File: src/rtl/cpu_pkg.sv
// Shared CPU definitions: fetch FSM encoding and program-counter constants.
package cpu_pkg;

  localparam int INSTR_W = 32;
  localparam logic [INSTR_W-1:0] PC_INC = 32'd4;
  localparam logic [INSTR_W-1:0] RESET_PC_DEFAULT = 32'h0000_0000;

  typedef enum logic [1:0] {
    IDLE    = 2'd0,
    REQ     = 2'd1,
    DELIVER = 2'd2
  } fetch_state_t;

endpackage

File: src/rtl/instr_fetch_unit_if.sv
// Instruction-memory read bus: req/addr from the fetch unit, ack/rdata back from memory.
interface instr_fetch_unit_if;
  import cpu_pkg::*;

  logic               mem_req;
  logic [INSTR_W-1:0] mem_addr;
  logic               mem_ack;
  logic [INSTR_W-1:0] mem_rdata;

  modport master (output mem_req, mem_addr, input mem_ack, mem_rdata);
  modport slave  (input mem_req, mem_addr, output mem_ack, mem_rdata);
endinterface

File: src/rtl/instr_fetch_unit.sv
// Program counter plus req/ack fetch FSM feeding the instruction register.
// Redirects during an outstanding request flush the returning word.
module instr_fetch_unit
  import cpu_pkg::*;
#(
  parameter logic [31:0] RESET_PC = RESET_PC_DEFAULT,
  parameter int          INSTR_W  = 32
) (
  input  logic               clk,
  input  logic               rst,
  input  logic               fetch_en,
  input  logic               jump_taken,
  input  logic [INSTR_W-1:0] jump_target,
  input  logic               branch_taken,
  input  logic [INSTR_W-1:0] branch_target,
  instr_fetch_unit_if.master mem,
  output logic [INSTR_W-1:0] instruction,
  output logic               IRwrite,
  output logic [INSTR_W-1:0] pc,
  output logic [INSTR_W-1:0] pc_plus4,
  output logic               busy
);

  fetch_state_t       state;
  logic [INSTR_W-1:0] req_addr;
  logic               flush;
  logic               mem_req_q;
  logic               redir;
  logic [INSTR_W-1:0] redir_tgt_raw;
  logic [INSTR_W-1:0] redir_tgt;

  // Jump has priority; targets are forced word-aligned.
  assign redir         = jump_taken | branch_taken;
  assign redir_tgt_raw = jump_taken ? jump_target : branch_target;
  assign redir_tgt     = {redir_tgt_raw[INSTR_W-1:2], 2'b00};

  assign pc_plus4     = pc + INSTR_W'(PC_INC);
  assign busy         = (state != IDLE);
  assign mem.mem_req  = mem_req_q;
  assign mem.mem_addr = req_addr;

  always_ff @(posedge clk) begin
    if (!rst) begin
      state       <= IDLE;
      pc          <= INSTR_W'(RESET_PC);
      req_addr    <= INSTR_W'(RESET_PC);
      instruction <= '0;
      IRwrite     <= 1'b0;
      mem_req_q   <= 1'b0;
      flush       <= 1'b0;
    end else begin
      IRwrite <= 1'b0;
      case (state)
        IDLE: begin
          if (redir) pc <= redir_tgt;
          if (fetch_en) begin
            req_addr  <= pc;
            mem_req_q <= 1'b1;
            state     <= REQ;
          end
        end
        REQ: begin
          if (redir) pc <= redir_tgt;
          if (mem.mem_ack) begin
            mem_req_q <= 1'b0;
            if (flush || redir) begin
              flush <= 1'b0;
              state <= IDLE;
            end else begin
              instruction <= mem.mem_rdata;
              pc          <= pc_plus4;
              IRwrite     <= 1'b1;
              state       <= DELIVER;
            end
          end else if (redir) begin
            flush <= 1'b1;
          end
        end
        DELIVER: begin
          if (redir) pc <= redir_tgt;
          state <= IDLE;
        end
        default: state <= IDLE;
      endcase
    end
  end

endmodule

File: src/flat_wrapper.sv
// flat-port wrapper written by rule: the top's interface ports become plain ports
module instr_fetch_unit_flat import cpu_pkg::*;
#(
  parameter logic [31:0] RESET_PC = RESET_PC_DEFAULT,
  parameter int          INSTR_W  = 32
)
  (clk, rst, fetch_en, jump_taken, jump_target, branch_taken, branch_target, instruction, IRwrite, pc, pc_plus4, busy, mem_mem_req, mem_mem_addr, mem_mem_ack, mem_mem_rdata);
  instr_fetch_unit_if mem_i ();
  input  logic clk;
  input  logic rst;
  input  logic fetch_en;
  input  logic jump_taken;
  input  logic [INSTR_W-1:0] jump_target;
  input  logic branch_taken;
  input  logic [INSTR_W-1:0] branch_target;
  output logic [INSTR_W-1:0] instruction;
  output logic IRwrite;
  output logic [INSTR_W-1:0] pc;
  output logic [INSTR_W-1:0] pc_plus4;
  output logic busy;
  output wire logic [$bits(mem_i.mem_req)-1:0] mem_mem_req;
  output wire logic [$bits(mem_i.mem_addr)-1:0] mem_mem_addr;
  input wire logic [$bits(mem_i.mem_ack)-1:0] mem_mem_ack;
  input wire logic [$bits(mem_i.mem_rdata)-1:0] mem_mem_rdata;
  assign mem_mem_req = mem_i.mem_req;
  assign mem_mem_addr = mem_i.mem_addr;
  assign mem_i.mem_ack = mem_mem_ack;
  assign mem_i.mem_rdata = mem_mem_rdata;
  instr_fetch_unit #(.RESET_PC(RESET_PC), .INSTR_W(INSTR_W)) u_core (.clk(clk), .rst(rst), .fetch_en(fetch_en), .jump_taken(jump_taken), .jump_target(jump_target), .branch_taken(branch_taken), .branch_target(branch_target), .mem(mem_i), .instruction(instruction), .IRwrite(IRwrite), .pc(pc), .pc_plus4(pc_plus4), .busy(busy));
endmodule
File: config.mk
export PLATFORM = sky130hd
export DESIGN_NAME = instr_fetch_unit_flat
export DESIGN_NICKNAME = d
export VERILOG_FILES = /design/src/rtl/cpu_pkg.sv /design/src/rtl/instr_fetch_unit_if.sv /design/src/rtl/instr_fetch_unit.sv /design/src/flat_wrapper.sv
export SDC_FILE = /design/constraint.sdc
export NUM_CORES = 1
export LEC_CHECK = 0
export CORE_MARGIN = 8
export CORE_UTILIZATION = 30
export DETAILED_ROUTE_END_ITERATION = 12
export SKIP_LAST_GASP = 1
export SLEW_MARGIN = 20
export SYNTH_ARGS = -nofsm -noshare
export SYNTH_HDL_FRONTEND = slang
export SYNTH_SLANG_ARGS = --single-unit
File: constraint.sdc
create_clock -name clk -period 2.45 [get_ports clk]
set_input_delay 0.49 -clock clk [delete_from_list [all_inputs] [get_ports clk]]
set_output_delay 0.49 -clock clk [all_outputs]
set_load 0.01 [all_outputs]
Fig. 1: run 1, routing congestion map
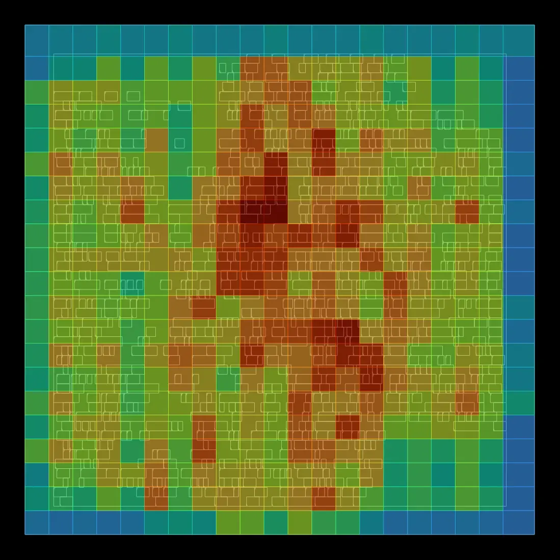
met2 capacity usage during global routing: 0.3385
share of the core filled with cells in the final layout: 0.5274
met1 Resource Use GR: 0.2384
detailed-route wire length per cell: 18.98 um
total routing resource utilization after global routing: 0.2049

Fig. 2: run 1, sequential cells grouped by signal name
The bar under the picture is 50 um long. Other sequential cells in the stronger grey, the rest of the logic in the fainter grey.
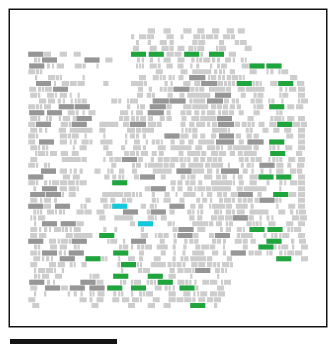
u_core.mem.mem_addr: shown in green, flops 32. u_core.state: shown in cyan, flops 2.
Another 67 sequential cells are not coloured.
Storage cell area: 0.002044 mm^2
register fraction of the total cell area: 0.2273

==> git commit body, run 1 <==
Refresh implementation metrics

- The worst register-to-register path has a depth of 8.
- Max-slew violation count: 0
* Floorplan Nets: 783
- Per the log, the first TritonRoute iteration ended with a DRC count of 348.
- The script logs the ratio of routed vias to standard cells as 5.002.
- The smallest clock period supported by the final layout is computed as 2.651 ns.
- The floorplan step records an initial core utilization of 0.3022.
- Number of nets with antenna violations after detailed routing: 0
- Setup repair after global routing could not meet its margin everywhere.
- For the worst-skew pair, the clock arrives at the later sink with an insertion delay of 0.36 ns.
- The worst setup path is captured at an output pin.
- Pin count of the biggest net entering global routing: 25
- Seq/Total Area, Yosys: 0.3923
- Count of flip-flops with a built-in enable after synthesis: 0
* Class of the worst hold path: flop to flop
* Y dimension of the die: 147.1 um
* Syn Area/Cell: 7.579 um^2
- The floorplan report gives the top-level pin count as 233.
* Worst path top cell family by delay: simple AND/OR/NAND/NOR gates
- Slowest cell on crit path: sky130_fd_sc_hd__or4_4
* Deepest clock path buffer count: 2
- Layout area overhead: 74.56%
- Worst clock skew: 0.006502 ns
- Post-CTS setup buffer count: 6
- For the final routed database, the setup TNS stands at -1.239 ns.
- The cell-mix breakdown from Yosys lists the XOR/XNOR area share as 0.04588.
- Share of post-route cells with drive strength above 1: 0.2212
* Share of flip-flops with an asynchronous set or reset after synthesis: 0
- Element type at the critical path start: flop
* Final critical-path setup slack: -0.2008 ns
- Detailed placement reports a standard cell area of 0.008289 mm^2.
- For reference, the critical path cell chain is nand4_1 -> or4_4 -> nor4_4 -> buf_4 -> nand2_4 -> xnor2_2 -> buf_2.
- For the completed layout, the total cell area is recorded as 0.008996 mm^2.
* Clk root buf: sky130_fd_sc_hd__clkbuf_16
* Largest driver fanout on the critical path: 3
* Number of cells in the design after placement: 1175
- In the Yosys report the total cell count is 680.
- And-or/or-and share of the synthesized area: 0.2129
- The run finished, with violations left.
* Violations in the final reports: negative setup slack
- IR analysis of the VDD net gives a maximum drop of 375.7 uV.
- For this run the aggregate overflow at the end of global routing stands at 0.
- Per the finish-stage timing summary, setup violations number 10.
* Multiplexer share: 0.03326
* Worst Hold Depth: 2
- Leaving out fill and tap cells, the most frequent cells in the layout are sky130_fd_sc_hd__clkdlybuf4s50_1, sky130_fd_sc_hd__nand2_1, sky130_fd_sc_hd__buf_4.
- The tool warning count for the run is 32.
- Placer congestion estimate: 0.8287
- Maximum frequency from static timing analysis: 377.2 MHz
Fig. 3: run 1, gate families picked out
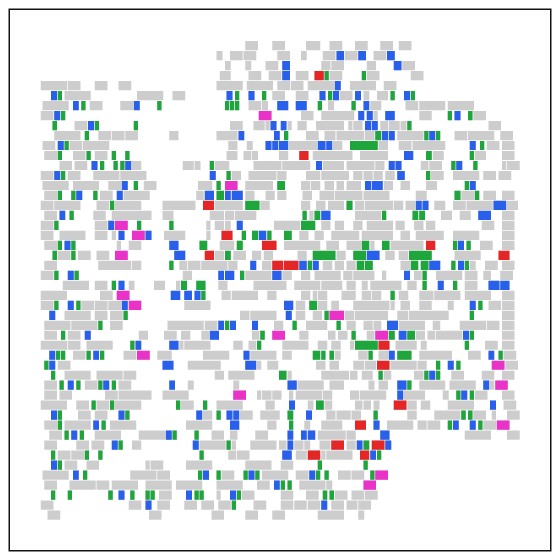
inverting AOI/OAI gates: shown in blue, cells 164, where widely spread. NAND gates: shown in green, cells 205, where widely spread. multiplexers: shown in magenta, cells 17. AND-OR and OR-AND gates: shown in red, cells 18.
most common cell after layout, fill and taps aside: sky130_fd_sc_hd__clkdlybuf4s50_1
final cell count without fillers: 1206

==> run 1: per-layer routing <==
layer	track usage	vias up	part of all wire
met5	0	-	0
met4	0.04742	0	0.010
met3	0.09166	22	0.11
met2	0.3385	242	0.48
met1	0.2384	2801	0.41
li1	-	2967	-
==> run 1: cell usage after synthesis, drive strengths merged, types with 16 or more instances <==
master / count / share of area
nand3: 18 / 0.017
clkbuf: 38 / 0.028
o21ai: 38 / 0.037
buf: 24 / 0.023
a21oi: 82 / 0.080
dfxtp: 101 / 0.39
xnor2: 19 / 0.032
nand2: 171 / 0.12
nor2: 22 / 0.016
mux2i: 16 / 0.031
==> run 1: layout make-up <==
class,count,area [um^2],area share
tap,225,281.5,0.03129
multi-input combinational,507,3137,0.3487
timing repair buffer,347,3143,0.3494
clock inverter,7,120.1,0.01335
inverter,10,45.04,0.005007
clock buffer,9,225.2,0.02503
sequential,101,2044,0.2273
==> run 1: flip-flops by register name, indices dropped and copies added (netlist names) <==
name	flops
u_core.flush	1
u_core.instruction	32
u_core.IRwrite	1
u_core.state	2
u_core.mem.mem_req	1
u_core.pc	32
u_core.mem.mem_addr	32
==> run 1: power by group <==
group          switching (mW)  internal (mW)  leakage (nW)
sequential             0.0530           1.71         0.829
combinational           0.471          0.521          2.55
clock                   0.696           1.01         0.166
==> run 1: cells by family after synthesis <==
group	Yosys count
compound gates	182
flops	101
buf+inv	72
simple gates	280
fa+ha+maj	1
xor+xnor	27
mux	17
==> run 1: worst register-to-register path, delay by kind of cell (launching register included) <==
kind                   cells  cell delay [ns]
AOI/OAI and AO/OA          3             0.62
buffers and inverters      3             0.43
DFF                        1             0.36
and+or+nand+nor            2             0.66
==> run 2: changes to the inputs <==
--- a/config.mk
+++ b/config.mk
@@ -8,6 +8,7 @@
 export CORE_MARGIN = 8
 export CORE_UTILIZATION = 30
 export DETAILED_ROUTE_END_ITERATION = 12
+export PLACE_DENSITY = 0.64
 export SKIP_LAST_GASP = 1
 export SLEW_MARGIN = 20
 export SYNTH_ARGS = -nofsm -noshare
Fig. 4: run 2, routing congestion map
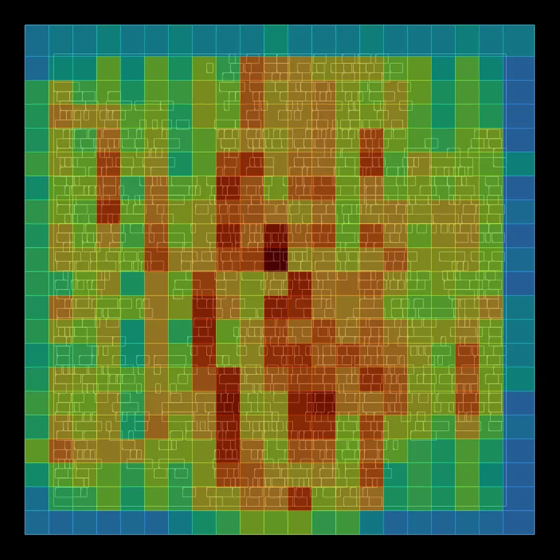
total routing resource utilization after global routing: 0.2023
most heavily used metal layer in global routing: met2
met3 layer usage reported by global route: 0.08244
detailed-route wire length per cell: 19.05 um

==> git commit body, run 2 <==
Refresh implementation metrics

- Max-slew violation count: 0 (unchanged)
- Result of the run: finished with violations (unchanged)
- Seq/Total Area, Yosys: 0.3923 (unchanged)
- The I/O pin count came to 233 (unchanged).
* Worst clock skew: 0.006848 ns (was 0.006502 ns)
* Overflow after GRT: 0 (unchanged)
- Top cells by area, synth: sky130_fd_sc_hd__dfxtp_1, sky130_fd_sc_hd__nand2_1, sky130_fd_sc_hd__a21oi_1, sky130_fd_sc_hd__o21ai_0, sky130_fd_sc_hd__xnor2_1 (unchanged).
* Most numerous logic cells after layout: sky130_fd_sc_hd__clkdlybuf4s50_1, sky130_fd_sc_hd__nand2_1, sky130_fd_sc_hd__buf_4 (unchanged)
* Number of cells in the design after placement: 1173 (was 1175)
- Slowest cell on crit path: sky130_fd_sc_hd__or4_4 (unchanged)
- Element type at the critical path start: flop (unchanged)
- Met1 Resource Use GR: 0.2383 (was 0.2384)
- The mean number of vias per cell came to 5.058 (was 5.002).
* Largest driver fanout on the critical path: 4 (was 3)
- The clock root buffer master is sky130_fd_sc_hd__clkbuf_16 (unchanged).
* Pin count of the biggest net entering global routing: 34 (was 25)
- First-iteration detailed-routing DRC count: 387 (was 348)
- Ys cells: 680 (unchanged)
* Violations in the final reports: negative setup slack (unchanged)
* Setup-violating endpoint count in the final report: 9 (was 10)
* Maximum frequency from static timing analysis: 376.3 MHz (was 377.2 MHz)
- The number of nets with antenna violations after routing came to 0 (unchanged).
- The routability-driven placement congestion ratio came to 0.8452 (was 0.8287).
- Worst path top cell family by delay: simple AND/OR/NAND/NOR gates (unchanged)
- Share of flip-flops with an asynchronous set or reset after synthesis: 0 (unchanged)
- The post-route core utilization came to 0.5194 (was 0.5274).
- The maximum ir drop on the vdd rail was 397.3 uV (was 375.7 uV).
* Kind of end point of the critical path: output pin (unchanged)
- Starting Density: 0.3022 (unchanged)
* RSZ-0062 raised after global routing: yes (unchanged)
- Cell with the most instances after synthesis: sky130_fd_sc_hd__nand2_1 (unchanged)
* Final critical-path setup slack: -0.2076 ns (was -0.2008 ns)
* Post-route minimum period: 2.658 ns (was 2.651 ns)
* Routed length on met3: 2485 um (was 2439 um)
- Cell type with the largest total area after synthesis: sky130_fd_sc_hd__dfxtp_1 (unchanged)
- Top cells by count: sky130_fd_sc_hd__nand2_1, sky130_fd_sc_hd__dfxtp_1, sky130_fd_sc_hd__a21oi_1 (unchanged)
- The placed cell area is 0.008287 mm^2 (was 0.008289 mm^2).
* Setup_tns: -1.238 ns (was -1.239 ns)
- Met2 capacity usage during global routing: 0.3280 (was 0.3385)
- Cell depth of the worst flop-to-flop path: 7 (was 8)
- The uppermost layer routed was met5 (was met4).
- Crit-path cells: nand4_4 -> or4_4 -> buf_6 -> or3_4 -> xnor2_2 -> buf_2 (was nand4_1 -> or4_4 -> nor4_4 -> buf_4 -> nand2_4 -> xnor2_2 -> buf_2).
run 2: cell counts after synthesis:
Identical to the previous run, type by type.
run 2: worst min path at each step:
stage / start / to / slack (ns) / cells after the start
2_1_floorplan: u_core.flush / u_core.flush / 0.48 / 2
6_report: u_core.instruction[8] / u_core.instruction[8] / 0.45 / 2
5_1_grt: u_core.instruction[2] / u_core.instruction[2] / 0.47 / 2
4_1_cts: u_core.mem.mem_addr[4] / u_core.mem.mem_addr[4] / 0.46 / 2
3_3_place_gp: u_core.mem.mem_addr[4] / u_core.mem.mem_addr[4] / 0.44 / 2
3_5_place_dp: u_core.mem.mem_addr[13] / u_core.mem.mem_addr[13] / 0.45 / 2
run 2: layout make-up:
type | count | area [um^2]
Tap cell | 225 | 281.5
Clock buffer | 12 | 246.5
Sequential cell | 101 | 2044
Fill cell | 1680 | 8198
Clock inverter | 4 | 47.55
Inverter | 10 | 51.30
Timing Repair Buffer | 341 | 3108
Multi-Input combinational cell | 507 | 3079
run 2: power by group:
part	switching (mW)	total, mW	internal [mW]
clock network	0.658	1.48	0.819
registers	0.0534	1.77	1.71
logic	0.464	0.985	0.520
run 2: tightest hold or removal path: cells and delay by family (launching register included):
family,cells,cell delay [ns]
flip-flops,1,0.31
AND/OR/NAND/NOR,1,0.05
AND-OR/OR-AND,1,0.05
run 2: kinds of logic (layout without fill, tap and decap cells):
| group | Yosys count | in the layout | synth area share |
|---|---|---|---|
| adder cells (fa/ha/maj) | 1 | 1 | 0.002427 |
| AND-OR/OR-AND | 182 | 182 | 0.2129 |
| buffers and inverters | 72 | 367 | 0.06069 |
| XOR/XNOR | 27 | 27 | 0.04589 |
| AND/OR/NAND/NOR | 280 | 280 | 0.2525 |
| flip-flops | 101 | 101 | 0.3923 |
| multiplexers | 17 | 17 | 0.03326 |
==> run 3: changes to the inputs <==
--- a/config.mk
+++ b/config.mk
@@ -8,7 +8,8 @@
 export CORE_MARGIN = 8
 export CORE_UTILIZATION = 30
 export DETAILED_ROUTE_END_ITERATION = 12
-export PLACE_DENSITY = 0.64
+export HOLD_SLACK_MARGIN = 0.03
+export PLACE_DENSITY = 0.62
 export SKIP_LAST_GASP = 1
 export SLEW_MARGIN = 20
 export SYNTH_ARGS = -nofsm -noshare
==> constraint.sdc (replaced) <==
create_clock -name clk -period 2.7 [get_ports clk]
set_input_delay 0.54 -clock clk [delete_from_list [all_inputs] [get_ports clk]]
set_output_delay 0.54 -clock clk [all_outputs]
set_load 0.01 [all_outputs]
Fig. 5: run 3, routing congestion map
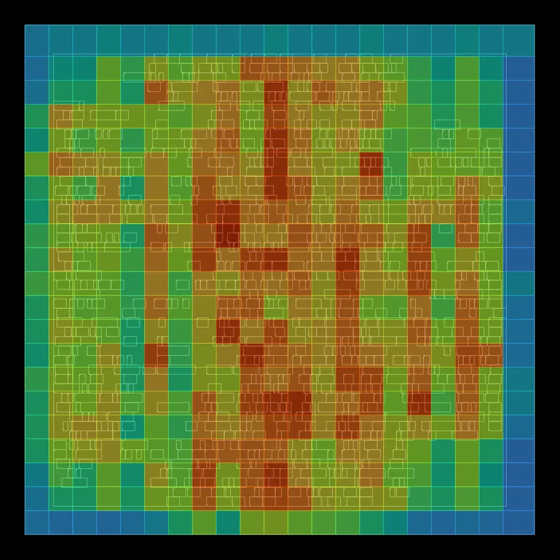
met3 layer usage reported by global route: 0.06675
detailed-route wire length per cell: 18.51 um

==> git commit body, run 3 <==
Refresh implementation metrics

* Result of the run: finished with violations (unchanged)
* Violations in the final reports: negative setup slack (unchanged)
* Most numerous logic cells after layout: sky130_fd_sc_hd__clkdlybuf4s50_1, sky130_fd_sc_hd__nand2_1, sky130_fd_sc_hd__dfxtp_1 (was sky130_fd_sc_hd__clkdlybuf4s50_1, sky130_fd_sc_hd__nand2_1, sky130_fd_sc_hd__buf_4)
- Part of the power in the clock network: 0.347 (was 0.349)
- Top cells by area, synth: sky130_fd_sc_hd__dfxtp_1, sky130_fd_sc_hd__nand2_1, sky130_fd_sc_hd__a21oi_1, sky130_fd_sc_hd__o21ai_0, sky130_fd_sc_hd__xnor2_1 (unchanged)
- Final cell count without fillers: 1170 (was 1200)
* Placer congestion estimate: 0.8173 (was 0.8452)
- The total non-filler cell area in the finished layout was 0.008492 mm^2 (was 0.008859 mm^2).
* Largest driver fanout on the critical path: 4 (unchanged)
- Syn Area/Cell: 7.579 um^2 (unchanged)
* Int Power: 2.738 mW (was 3.054 mW)
* Seq/Total Area, Yosys: 0.3923 (unchanged)
- The most instantiated library cell after synthesis is sky130_fd_sc_hd__nand2_1 (unchanged).
* Most heavily used metal layer in global routing: met2 (unchanged)
* Clk root buf: sky130_fd_sc_hd__clkbuf_16 (unchanged)
* Logic power comb: 852 uW (was 985 uW)
- Net switching fraction of the power: 0.2722 (was 0.2780)
- Floorplan Nets: 783 (unchanged)
* Kind of end point of the critical path: output pin (unchanged)
- Overflow after GRT: 0 (unchanged)
- First-iteration detailed-routing DRC count: 287 (was 387)
* Wire length on met1: 9010 um (was 9367 um)
* RSZ-0062 raised after global routing: yes (unchanged)
* Element type at the critical path start: flop (unchanged)
- Starting Density: 0.3022 (unchanged)
- The minimum setup slack in the final design is -0.07151 ns (was -0.2076 ns).
- Warning total across the stage logs: 32 (unchanged)
- Crit-path cells: nand4_4 -> or4_4 -> buf_6 -> or3_4 -> xnor2_2 -> buf_2 (unchanged).
- Share of post-route cells with drive strength above 1: 0.1587 (was 0.2062)
- The placed cell area came to 0.008087 mm^2 (was 0.008287 mm^2).
- The power in the clock group is 1.30 mW (was 1.48 mW).
- The number of nets with antenna violations after routing is 0 (unchanged).
- Class of the worst hold path: flop to flop (unchanged)
- The maximum ir drop on the vdd rail came to 309.2 uV (was 397.3 uV).
- Routed length on met3: 1972 um (was 2485 um)
* Worst skew pair latency: 0.35 ns (about the same)
- Pin count of the biggest net entering global routing: 33 (was 34)
* Via-per-instance ratio: 5.033 (was 5.058)
- The category of cells accounting for the largest share of critical-path delay was simple AND/OR/NAND/NOR gates (unchanged).
* Setup-violating endpoint count in the final report: 1 (was 9)
run 3: cell types whose count changed in the layout (fill, tap and decap cells not counted), moves of 3 or more:
| cell | change |
|---|---|
| sky130_fd_sc_hd__dfxtp_4 | -3 |
| sky130_fd_sc_hd__xnor2_1 | +4 |
| sky130_fd_sc_hd__buf_4 | -30 |
| sky130_fd_sc_hd__buf_2 | -4 |
| sky130_fd_sc_hd__dlygate4sd2_1 | +6 |
| sky130_fd_sc_hd__clkdlybuf4s50_1 | +3 |
| sky130_fd_sc_hd__xnor2_2 | -3 |
| sky130_fd_sc_hd__nor4_4 | -3 |
| sky130_fd_sc_hd__nand3_1 | +3 |
run 3: path summary, 6_finish.rpt:
path                                            start                     to  cells past startpoint
worst max-delay path                     u_core.pc[8]           pc_plus4[22]                      6
worst min-delay path            u_core.instruction[8]  u_core.instruction[8]                      2
worst max register to register           u_core.pc[8]          u_core.pc[22]                      7
worst min register to register  u_core.instruction[8]  u_core.instruction[8]                      2
run 3: logic make-up (layout without fill, tap and decap cells):
logic type	after synthesis	after routing	share of synthesized area
adders and majority gates	1	1	0.002427
and+or+nand+nor	280	280	0.2525
buffers and inverters	72	337	0.06069
DFF	101	101	0.3923
muxes	17	17	0.03326
xor gates and xnor gates	27	27	0.04589
AOI/OAI and AO/OA	182	182	0.2129
run 3: area by class of cell:
cell class                 instances  area, um^2
multi-input combinational        507        2947
inverter                          10       45.04
fill                            1691        8564
clock inverter                     2       35.03
tap                              225       281.5
clock buffer                      12       246.5
sequential                       101        2034
timing repair buffer             313        2903
run 3: what timing repair did:
action | in CTS | in global routing
buffers inserted | 4 | 3
pin swaps | 7 | 12
setup endpoints to repair | 24 | 16
resized | 77 | 24
No activity file was given, so power comes from the tool's default toggle rates.
